[src/rtl/bus_arbiter2_if.sv]
// Two-master / one-slave bus bundle for bus_arbiter2.
//   m0_* / m1_* : master request (addr, wdata, wmask, wen, ren) and response (rdata, done, err)
//   s_*         : slave-side request (addr, wdata, wmask, wen, ren) and response (rdata, done)
//   grant       : one-hot current owner, bit N = master N
// Modport master is the arbiter's view (it masters the slave bus); slave is the opposite view.
interface bus_arbiter2_if;
   localparam int unsigned ADDR_W = 32;
   localparam int unsigned DATA_W = 32;
   localparam int unsigned MASK_W = 4;

   logic [ADDR_W-1:0] m0_addr,  m1_addr;
   logic [DATA_W-1:0] m0_wdata, m1_wdata;
   logic [MASK_W-1:0] m0_wmask, m1_wmask;
   logic              m0_wen,   m1_wen;
   logic              m0_ren,   m1_ren;
   logic [DATA_W-1:0] m0_rdata, m1_rdata;
   logic              m0_done,  m1_done;
   logic              m0_err,   m1_err;

   logic [ADDR_W-1:0] s_addr;
   logic [DATA_W-1:0] s_wdata;
   logic [MASK_W-1:0] s_wmask;
   logic              s_wen;
   logic              s_ren;
   logic [DATA_W-1:0] s_rdata;
   logic              s_done;

   logic [1:0]        grant;

   modport master (
      input  m0_addr, m0_wdata, m0_wmask, m0_wen, m0_ren,
      input  m1_addr, m1_wdata, m1_wmask, m1_wen, m1_ren,
      output m0_rdata, m0_done, m0_err,
      output m1_rdata, m1_done, m1_err,
      output s_addr, s_wdata, s_wmask, s_wen, s_ren,
      input  s_rdata, s_done,
      output grant
   );

   modport slave (
      output m0_addr, m0_wdata, m0_wmask, m0_wen, m0_ren,
      output m1_addr, m1_wdata, m1_wmask, m1_wen, m1_ren,
      input  m0_rdata, m0_done, m0_err,
      input  m1_rdata, m1_done, m1_err,
      input  s_addr, s_wdata, s_wmask, s_wen, s_ren,
      output s_rdata, s_done,
      input  grant
   );
endinterface

[src/rtl/bus_arbiter2.sv]
// Two-master bus arbiter with round-robin or fixed priority and a per-transaction timeout.
// Ports:
//   clk  : single clock, rising edge
//   rst  : asynchronous active-high reset
//   bus  : bus_arbiter2_if.master -- master requests in, slave request out,
//          slave response routed back to the granted master, one-hot grant
// Parameters:
//   FIXED_PRIORITY : 1 = master 0 always wins, 0 = round-robin
//   TIMEOUT_CYCLES : granted cycles without s_done before forced completion (1..65535)
module bus_arbiter2 #(
   parameter int unsigned FIXED_PRIORITY = 0,
   parameter int unsigned TIMEOUT_CYCLES = 1023
) (
   input  logic           clk,
   input  logic           rst,
   bus_arbiter2_if.master bus
);

   localparam int unsigned WAIT_W = 16;
   localparam int unsigned ADDR_W = 32;
   localparam int unsigned DATA_W = 32;
   localparam int unsigned MASK_W = 4;
   localparam logic [WAIT_W-1:0] TIMEOUT_VAL = WAIT_W'(TIMEOUT_CYCLES);

   // Encoding doubles as the one-hot grant vector
   typedef enum logic [1:0] {
      ST_IDLE   = 2'b00,
      ST_GRANT0 = 2'b01,
      ST_GRANT1 = 2'b10
   } state_e;

   state_e            state_q, state_d;
   logic              last_grant_q, last_grant_d;
   logic [WAIT_W-1:0] wait_q, wait_d;

   logic              req0, req1;
   logic              gnt0, gnt1, granted;
   logic              winner;
   logic              own_req, own_wen, own_ren;
   logic [ADDR_W-1:0] own_addr;
   logic [DATA_W-1:0] own_wdata;
   logic [MASK_W-1:0] own_wmask;
   logic              timeout_hit;
   logic              finish;

   assign req0    = bus.m0_wen | bus.m0_ren;
   assign req1    = bus.m1_wen | bus.m1_ren;
   assign gnt0    = (state_q == ST_GRANT0);
   assign gnt1    = (state_q == ST_GRANT1);
   assign granted = gnt0 | gnt1;

   // Arbitration winner (1 = master 1); only consumed when some master is requesting
   always_comb begin
      winner = ~req0;
      if (FIXED_PRIORITY == 0 && req0 && req1) begin
         winner = ~last_grant_q;
      end
   end

   // Select the current owner's request
   always_comb begin
      own_addr  = bus.m0_addr;
      own_wdata = bus.m0_wdata;
      own_wmask = bus.m0_wmask;
      own_wen   = bus.m0_wen;
      own_ren   = bus.m0_ren;
      if (gnt1) begin
         own_addr  = bus.m1_addr;
         own_wdata = bus.m1_wdata;
         own_wmask = bus.m1_wmask;
         own_wen   = bus.m1_wen;
         own_ren   = bus.m1_ren;
      end
   end

   assign own_req     = own_wen | own_ren;
   assign timeout_hit = granted && (wait_q == TIMEOUT_VAL);
   // s_done takes precedence over timeout; a dropped request is an abort, never a completion
   assign finish      = granted && own_req && (bus.s_done || timeout_hit);

   // Next-state and bookkeeping
   always_comb begin
      state_d      = state_q;
      last_grant_d = last_grant_q;
      wait_d       = wait_q;
      case (state_q)
         ST_IDLE: begin
            if (req0 | req1) begin
               state_d      = winner ? ST_GRANT1 : ST_GRANT0;
               last_grant_d = winner;
               wait_d       = '0;
            end
         end
         ST_GRANT0, ST_GRANT1: begin
            if (!own_req || finish) begin
               state_d = ST_IDLE;
               wait_d  = '0;
            end else begin
               wait_d = wait_q + WAIT_W'(1);
            end
         end
         default: state_d = ST_IDLE;
      endcase
   end

   // State registers; last_grant resets to 1 so master 0 wins first
   always_ff @(posedge clk or posedge rst) begin
      if (rst) begin
         state_q      <= ST_IDLE;
         last_grant_q <= 1'b1;
         wait_q       <= '0;
      end else begin
         state_q      <= state_d;
         last_grant_q <= last_grant_d;
         wait_q       <= wait_d;
      end
   end

   // Slave side: pass-through while granted, strobes suppressed on the timeout cycle
   assign bus.s_addr  = granted ? own_addr  : '0;
   assign bus.s_wdata = granted ? own_wdata : '0;
   assign bus.s_wmask = granted ? own_wmask : '0;
   assign bus.s_wen   = granted & own_wen & ~timeout_hit;
   assign bus.s_ren   = granted & own_ren & ~own_wen & ~timeout_hit;

   // Master side: only the owner sees the response
   assign bus.m0_done  = finish & gnt0;
   assign bus.m1_done  = finish & gnt1;
   assign bus.m0_err   = finish & gnt0 & ~bus.s_done;
   assign bus.m1_err   = finish & gnt1 & ~bus.s_done;
   assign bus.m0_rdata = (finish && gnt0 && bus.s_done) ? bus.s_rdata : '0;
   assign bus.m1_rdata = (finish && gnt1 && bus.s_done) ? bus.s_rdata : '0;

   assign bus.grant = {gnt1, gnt0};

endmodule

[src/flat_wrapper.sv]
// flat-port wrapper written by rule: the top's interface ports become plain ports
module bus_arbiter2_flat 
#(
   parameter int unsigned FIXED_PRIORITY = 0,
   parameter int unsigned TIMEOUT_CYCLES = 1023
)
  (clk, rst, bus_m0_addr, bus_m0_wdata, bus_m0_wmask, bus_m0_wen, bus_m0_ren, bus_m1_addr, bus_m1_wdata, bus_m1_wmask, bus_m1_wen, bus_m1_ren, bus_m0_rdata, bus_m0_done, bus_m0_err, bus_m1_rdata, bus_m1_done, bus_m1_err, bus_s_addr, bus_s_wdata, bus_s_wmask, bus_s_wen, bus_s_ren, bus_s_rdata, bus_s_done, bus_grant);
  bus_arbiter2_if bus_i ();
  input  logic clk;
  input  logic rst;
  input wire logic [$bits(bus_i.m0_addr)-1:0] bus_m0_addr;
  input wire logic [$bits(bus_i.m0_wdata)-1:0] bus_m0_wdata;
  input wire logic [$bits(bus_i.m0_wmask)-1:0] bus_m0_wmask;
  input wire logic [$bits(bus_i.m0_wen)-1:0] bus_m0_wen;
  input wire logic [$bits(bus_i.m0_ren)-1:0] bus_m0_ren;
  input wire logic [$bits(bus_i.m1_addr)-1:0] bus_m1_addr;
  input wire logic [$bits(bus_i.m1_wdata)-1:0] bus_m1_wdata;
  input wire logic [$bits(bus_i.m1_wmask)-1:0] bus_m1_wmask;
  input wire logic [$bits(bus_i.m1_wen)-1:0] bus_m1_wen;
  input wire logic [$bits(bus_i.m1_ren)-1:0] bus_m1_ren;
  output wire logic [$bits(bus_i.m0_rdata)-1:0] bus_m0_rdata;
  output wire logic [$bits(bus_i.m0_done)-1:0] bus_m0_done;
  output wire logic [$bits(bus_i.m0_err)-1:0] bus_m0_err;
  output wire logic [$bits(bus_i.m1_rdata)-1:0] bus_m1_rdata;
  output wire logic [$bits(bus_i.m1_done)-1:0] bus_m1_done;
  output wire logic [$bits(bus_i.m1_err)-1:0] bus_m1_err;
  output wire logic [$bits(bus_i.s_addr)-1:0] bus_s_addr;
  output wire logic [$bits(bus_i.s_wdata)-1:0] bus_s_wdata;
  output wire logic [$bits(bus_i.s_wmask)-1:0] bus_s_wmask;
  output wire logic [$bits(bus_i.s_wen)-1:0] bus_s_wen;
  output wire logic [$bits(bus_i.s_ren)-1:0] bus_s_ren;
  input wire logic [$bits(bus_i.s_rdata)-1:0] bus_s_rdata;
  input wire logic [$bits(bus_i.s_done)-1:0] bus_s_done;
  output wire logic [$bits(bus_i.grant)-1:0] bus_grant;
  assign bus_i.m0_addr = bus_m0_addr;
  assign bus_i.m0_wdata = bus_m0_wdata;
  assign bus_i.m0_wmask = bus_m0_wmask;
  assign bus_i.m0_wen = bus_m0_wen;
  assign bus_i.m0_ren = bus_m0_ren;
  assign bus_i.m1_addr = bus_m1_addr;
  assign bus_i.m1_wdata = bus_m1_wdata;
  assign bus_i.m1_wmask = bus_m1_wmask;
  assign bus_i.m1_wen = bus_m1_wen;
  assign bus_i.m1_ren = bus_m1_ren;
  assign bus_m0_rdata = bus_i.m0_rdata;
  assign bus_m0_done = bus_i.m0_done;
  assign bus_m0_err = bus_i.m0_err;
  assign bus_m1_rdata = bus_i.m1_rdata;
  assign bus_m1_done = bus_i.m1_done;
  assign bus_m1_err = bus_i.m1_err;
  assign bus_s_addr = bus_i.s_addr;
  assign bus_s_wdata = bus_i.s_wdata;
  assign bus_s_wmask = bus_i.s_wmask;
  assign bus_s_wen = bus_i.s_wen;
  assign bus_s_ren = bus_i.s_ren;
  assign bus_i.s_rdata = bus_s_rdata;
  assign bus_i.s_done = bus_s_done;
  assign bus_grant = bus_i.grant;
  bus_arbiter2 #(.FIXED_PRIORITY(FIXED_PRIORITY), .TIMEOUT_CYCLES(TIMEOUT_CYCLES)) u_core (.clk(clk), .rst(rst), .bus(bus_i));
endmodule
[config.mk]
export PLATFORM = sky130hd
export DESIGN_NAME = bus_arbiter2_flat
export DESIGN_NICKNAME = d
export VERILOG_FILES = /design/src/rtl/bus_arbiter2_if.sv /design/src/rtl/bus_arbiter2.sv /design/src/flat_wrapper.sv
export SDC_FILE = /design/constraint.sdc
export NUM_CORES = 1
export LEC_CHECK = 0
export ABC_AREA = 1
export CAP_MARGIN = 20
export CORE_AREA = 3 3 120 122
export DETAILED_ROUTE_END_ITERATION = 12
export DIE_AREA = 0 0 123 125
export PLACE_DENSITY_LB_ADDON = 0.08
export SETUP_SLACK_MARGIN = 0.5
export SYNTH_ARGS = -nofsm -noshare
export SYNTH_HDL_FRONTEND = slang
export SYNTH_SLANG_ARGS = --single-unit
[constraint.sdc]
create_clock -name clk -period 1.85 [get_ports clk]
set_input_delay 0.2775 -clock clk [delete_from_list [all_inputs] [get_ports clk]]
set_output_delay 0.2775 -clock clk [all_outputs]
set_load 0.01 [all_outputs]
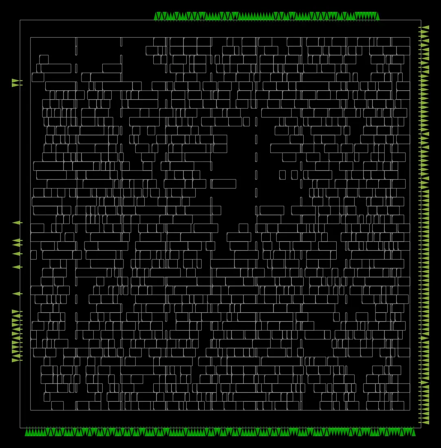
(run_1/final_placement.png)
FF+latch count: 19
Tapcells: 176

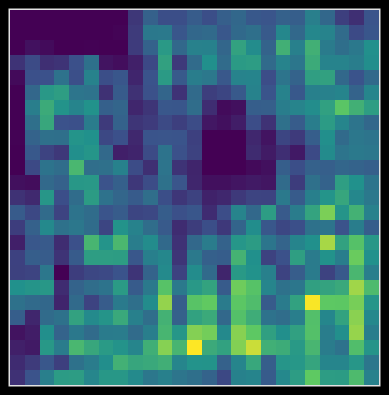
(run_1/wire_density.png)
Drawn at 3 px/um. 25 x 25 tiles, from dark purple (low) to yellow (high), scaled to the fullest tile. Values are wire area over tile area, all layers added.
23% of the tiles are over half the peak. 6.1% of the tiles are nearly empty. The emptiest ninth of the die: top left. The fullest tile reaches 0.60. The mean over all tiles is 0.21.
GR Util All Layers: 23.9%
WL per Instance: 18.5 um
DRT Wirelength: 20600 um
Vias: 5011

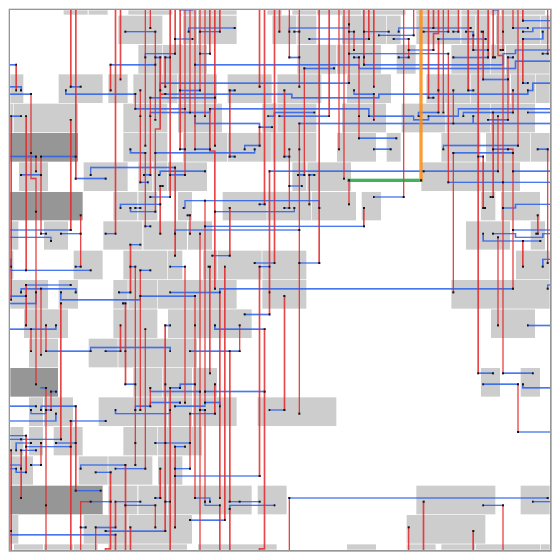
(run_1/zoom.png)
Region (36, 62) to (86, 112) um. Cells in grey, sequential cells in the stronger grey; small squares are vias.
met2: drawn in red. met3: drawn in green. met1: drawn in blue. met4: drawn in orange.
121 logic cells have their middle in the window. Most frequent: buf_6 (25), nor2_4 (16), inv_1 (14). Netlist names of flops here include u_core.wait_q (3). Sequential cells in the window: 3.

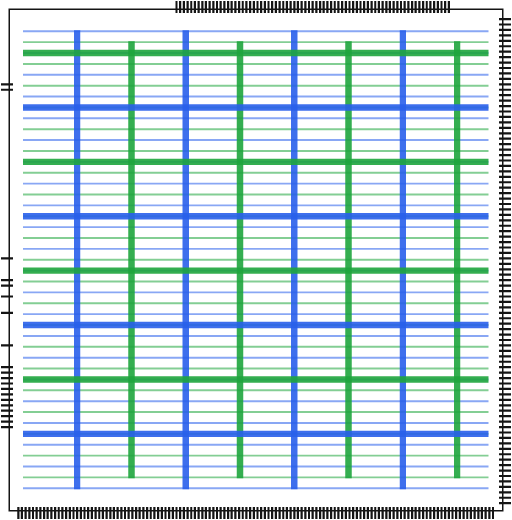
(run_1/pdn.png)
Drawn at 4 px/um. Pins as bars on the die edge.
VSS: drawn in blue. VDD: drawn in green.
The core has 42 rows. 43 met1 rails follow the rows. 315 signal pins sit on the boundary. 8 straps on met4. 8 straps on met5.

==> summary.txt, run 1 <==
yosys + openroad results -> clock root buffer master clkbuf_16, TritonCTS clock tree yes, met1 Track Usage GR 28.6%, pwr dens 1330 nW/um2, largest net degree at the start of global routing 20, Clock transition at path regs around 0.050 ns, Commonest flop dfrtp_1, area grow syn2layout 208%, Ports 315, Crit Path Max Fanout 8, top-count cell post-synth nor2_1, # setup viols final around 160, Core ar. between 10000 and 15000 um2, Top area cell types nor2_1, dfrtp_1, o21ai_0, Final Skew 0.000982 ns, Non-Filler Instances 1109, met3 WL between 1000 and 1500 um, Critical path buffers and inverters 6, status complete, but fails checks, first-pass GRT wire length ~29000 um, FP Core Util 20.8%, count of tool warnings 31, Critical Path, Cell by Cell inv_2, ha_4, buf_12, buf_6, nand3_4, nand2_4, nand4_4, buf_6, clkbuf_16, nor2_2, buf_2, grt total ovfl 0, Slew @ Worst Pin 0.678 ns, Post-synth top cells nor2_1, o21ai_0, inv_1, nand2_1, Final WS setup -0.548 ns, crit path DAT roughly 2.1 ns, Metal-1 WL just under 8000 um, routability congestion estimate between 0.9 and 1, DP Area 6600 um2, vias in the first global route ~4.7k, failing checks negative setup slack, YS warnings 0, postcts setup bufs 39, Die Height roughly 130 um, Rows 42, post-synthesis net count ~690, Comb area approximately 3000 um2, type of the worst min-delay path primary input to asynchronous set/reset pin, slowest cell delay on critical path around 0.37 ns, Critical Path RT 1.57 ns, dpl cells 1016, Post-synth EDFFs 0, share of layout cells above drive strength 1 53.7%, CP max stage cell dfrtp_1, most frequent cell on the critical path buf_6, drt first pass iters 4, post-DP HPWL approximately 14000 um
## run 1: report_power, final
part	total (mW)	internal (mW)	switching (mW)
clock	0.454	0.294	0.161
combinational	10.3	5.32	5.02
sequential	0.490	0.465	0.0242
total	11.3	6.08	5.20
## run 1: state kept, by name (all words and copies together), names as in the netlist
signal and count:
u_core.last_grant_q 1, u_core.state_q 2, u_core.wait_q 16
## run 1: cells by family (layout without fill, tap and decap cells)
logic type / Yosys count / count (layout) / share of synthesized area, %
AOI/OAI and AO/OA: 76 / 76 / 14.1
buffers and inverters: 91 / 509 / 15.0
DFF: 19 / 19 / 17.2
xor gates and xnor gates: 8 / 8 / 2.53
and+or+nand+nor: 314 / 317 / 49.3
adders and majority gates: 4 / 4 / 1.81
## run 1: layout make-up
| type | count | share of cell area, % |
|---|---|---|
| clock buffers | 4 | 0.927 |
| inverters | 59 | 3.00 |
| multi-input cells | 405 | 34.6 |
| flip-flops and latches | 19 | 5.60 |
| well taps | 176 | 2.59 |
| repair buffers | 445 | 53.1 |
| repair inverters | 1 | 0.132 |
## run 1: worst register-to-register path: cells and delay by family (launching register included)
family / cells / cell delay, ns
XOR/XNOR: 1 / 0.17
adder cells (fa/ha/maj): 1 / 0.24
buffers and inverters: 7 / 0.88
flip-flops: 1 / 0.38
AND/OR/NAND/NOR: 4 / 0.41
## run 1: cells in the final DEF (no fill, tap or decap), types with 2 or more instances in the layout
master | synthesis | final
buf_6 | 7 | 80
nand2_8 | 1 | 6
o21ai_1 | 1 | 5
nand3_4 | 0 | 3
inv_1 | 54 | 50
buf_2 | 3 | 82
nand2_1 | 45 | 29
nor2_1 | 213 | 125
nand4_4 | 2 | 2
clkdlybuf4s50_1 | 0 | 174
xor2_2 | 0 | 4
clkbuf_16 | 0 | 10
a21o_1 | 2 | 2
a21oi_1 | 2 | 2
nand2_4 | 2 | 10
ha_4 | 0 | 3
o21ai_4 | 0 | 10
xor2_1 | 8 | 4
inv_2 | 4 | 5
o21ai_2 | 1 | 56
nand2_2 | 7 | 13
inv_6 | 0 | 2
dfrtp_1 | 18 | 18
nor3_1 | 3 | 2
buf_8 | 0 | 11
nand4_1 | 10 | 10
inv_8 | 0 | 2
buf_16 | 0 | 12
nand3_1 | 13 | 7
buf_4 | 4 | 64
nor2_2 | 13 | 55
nor2_4 | 1 | 47
buf_12 | 0 | 14
nand3_2 | 1 | 4
## run 1: stage by stage
stage,setup TNS (ns),total power [mW]
global route,-69.35,11.8
global placement,-70.42,6.35
CTS,-53.23,9.16
floorplan,0,3.48
detailed placement,-76.31,6.42
finish,-58.60,11.3
## run 1: path summary, 6_finish.rpt
path                                  endpoint  cells past startpoint  slack (ns)                start
max                           bus_m0_rdata[13]                     11       -0.55    u_core.state_q[1]
min                          u_core.wait_q[13]                      3        0.35                  rst
max reg2reg                   u_core.wait_q[2]                     13       -0.35    u_core.state_q[0]
min reg2reg                u_core.last_grant_q                      2        0.55  u_core.last_grant_q
max in group asynchronous  u_core.last_grant_q                      3        1.23                  rst
min in group clk           u_core.last_grant_q                      2        0.55  u_core.last_grant_q
==> inputs of run 2 (changes only) <==
--- a/config.mk
+++ b/config.mk
@@ -11,6 +11,7 @@
 export DETAILED_ROUTE_END_ITERATION = 12
 export DIE_AREA = 0 0 123 125
 export PLACE_DENSITY_LB_ADDON = 0.08
+export RECOVER_POWER = 100
 export SETUP_SLACK_MARGIN = 0.5
 export SYNTH_ARGS = -nofsm -noshare
 export SYNTH_HDL_FRONTEND = slang
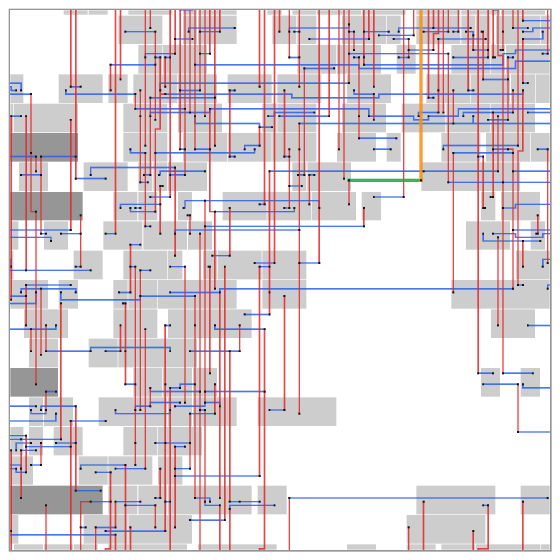
(run_2/zoom.png)
Region (36, 62) to (86, 112) um. Cells in grey, sequential cells in the stronger grey; small squares are vias.
met1: drawn in blue. met2: drawn in red. met3: drawn in green. met4: drawn in orange.
Netlist names of flops here include u_core.wait_q (3). Most frequent: buf_6 (25), nor2_4 (16), inv_1 (14). 121 logic cells have their middle in the window. Sequential cells in the window: 3.

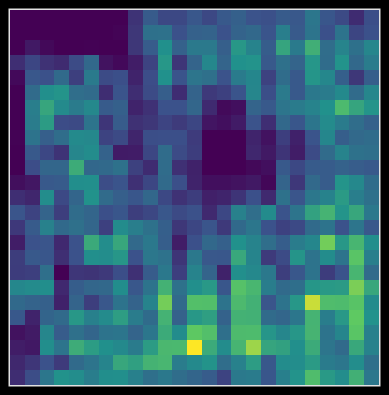
(run_2/wire_density.png)
Drawn at 3 px/um. 25 x 25 tiles, from dark purple (low) to yellow (high), scaled to the fullest tile. Values are wire area over tile area, all layers added.
6.2% of the tiles are nearly empty. The emptiest ninth of the die: top left. 16% of the tiles are over half the peak. The mean over all tiles is 0.21. The fullest tile reaches 0.65.

==> run 2 against run 1 <==
Against the previous run: the flow still finishes with violations (negative setup slack); first-iteration DRC count fell by 10%; non-clock buffer count did not move; synthesized cell count did not move; synthesized area did not move; final cell count did not move; via count did not move.
==> summary.txt, run 2 <==
yosys + openroad results -> status complete, but fails checks, failing checks negative setup slack, Final Skew 0.000670 ns, Ports 315, DP Area between 6000 and 7000 um2, largest net degree at the start of global routing 20, Commonest Layout Cell clkdlybuf4s50_1, GR Util All Layers 23.9%, met3 WL 1260 um, crit path DAT around 2.1 ns, grt total ovfl 0, first-pass GRT wire length between 20000 and 30000 um, top-count cell post-synth nor2_1, share of layout cells above drive strength 1 53.6%, Comb area 2950 um2, Post-synth EDFFs 0, biggest regs u_core.wait_q x16, u_core.state_q x2, u_core.last_grant_q x1, Commonest flop dfrtp_1, WL per Instance 18.5 um, # setup viols final roughly 160, Post-synth top cells nor2_1, o21ai_0, inv_1, nand2_1, routability congestion estimate a little over 0.9, CP max stage cell dfrtp_1, most instantiated logic cells after routing clkdlybuf4s50_1, nor2_1, buf_2, buf_6, buf_4, clock root buffer master clkbuf_16, Final WS setup -0.551 ns, drt first pass iters 4, slowest cell delay on critical path around 0.37 ns, Metal-1 WL roughly 7800 um, Top area cell types nor2_1, dfrtp_1, o21ai_0, FP Core Util between 20 and 25%, YS warnings 0, type of the worst min-delay path flop to flop
==> run 2: cell counts after synthesis <==
Identical to the previous run, type by type.
==> run 2: path summary, 6_finish.rpt <==
| check | start | to | slack (ns) | cells past startpoint |
|---|---|---|---|---|
| setup / recovery | u_core.state_q[1] | bus_m0_rdata[13] | -0.55 | 11 |
| min in group asynchronous | rst | u_core.wait_q[13] | 0.80 | 3 |
| hold / removal | u_core.last_grant_q | u_core.last_grant_q | 0.55 | 2 |
| hold reg to reg | u_core.last_grant_q | u_core.last_grant_q | 0.55 | 2 |
| max in group asynchronous | rst | u_core.wait_q[6] | 0.39 | 3 |
| setup reg to reg | u_core.state_q[0] | u_core.wait_q[2] | -0.34 | 13 |
==> run 2: metal layers <==
| metal | track usage (%) | vias up |
|---|---|---|
| li1 | - | 2439 |
| met1 | 28.6 | 2375 |
| met2 | 45.4 | 164 |
| met3 | 3.30 | 33 |
| met4 | 3.97 | 0 |
| met5 | 0 | - |
==> run 2: stage by stage <==
| step | std cells | hold slack, ns | TNS (ns) |
|---|---|---|---|
| after floorplan | 512 | 0.228 | 0 |
| after global placement | 1016 | 0.516 | -70.42 |
| after detailed placement | 1016 | 0.537 | -76.31 |
| after CTS | 1078 | 0.365 | -53.23 |
| after global routing | 1109 | 0.601 | -69.35 |
| final | 1109 | 0.547 | -58.54 |
==> run 2: final cells by class <==
type / count / area share [%]
Timing Repair inverter: 1 / 0.132
Clock buffer: 4 / 0.927
Sequential cell: 19 / 5.61
Inverter: 59 / 3.00
Timing Repair Buffer: 445 / 53.1
Tap cell: 176 / 2.59
Multi-Input combinational cell: 405 / 34.7
==> run 2: report_power, final <==
| part | total [mW] | switching [mW] | internal, mW |
|---|---|---|---|
| clock | 0.455 | 0.162 | 0.294 |
| sequential | 0.490 | 0.0242 | 0.465 |
| combinational | 10.3 | 5.02 | 5.32 |
==> run 2: cell families after synthesis <==
logic type	synth area share [%]
simple gates	49.3
buf+inv	15.0
compound gates	14.1
flops	17.2
xor+xnor	2.53
fa+ha+maj	1.81
==> run 2: what timing repair did <==
action | in CTS | in global routing
pin swaps | 30 | 54
cloned | 19 | 5
buffers inserted | 39 | 26
endpoints found under the setup margin | 158 | 159
resized | 681 | 278
==> run 2: tightest hold or removal path: cells and delay by family, from the launching register on <==
family             cells  cell delay, ns
AOI/OAI and AO/OA      1            0.12
and+or+nand+nor        1            0.06
DFF                    1            0.37
Power is estimated from default activity; no workload was simulated.
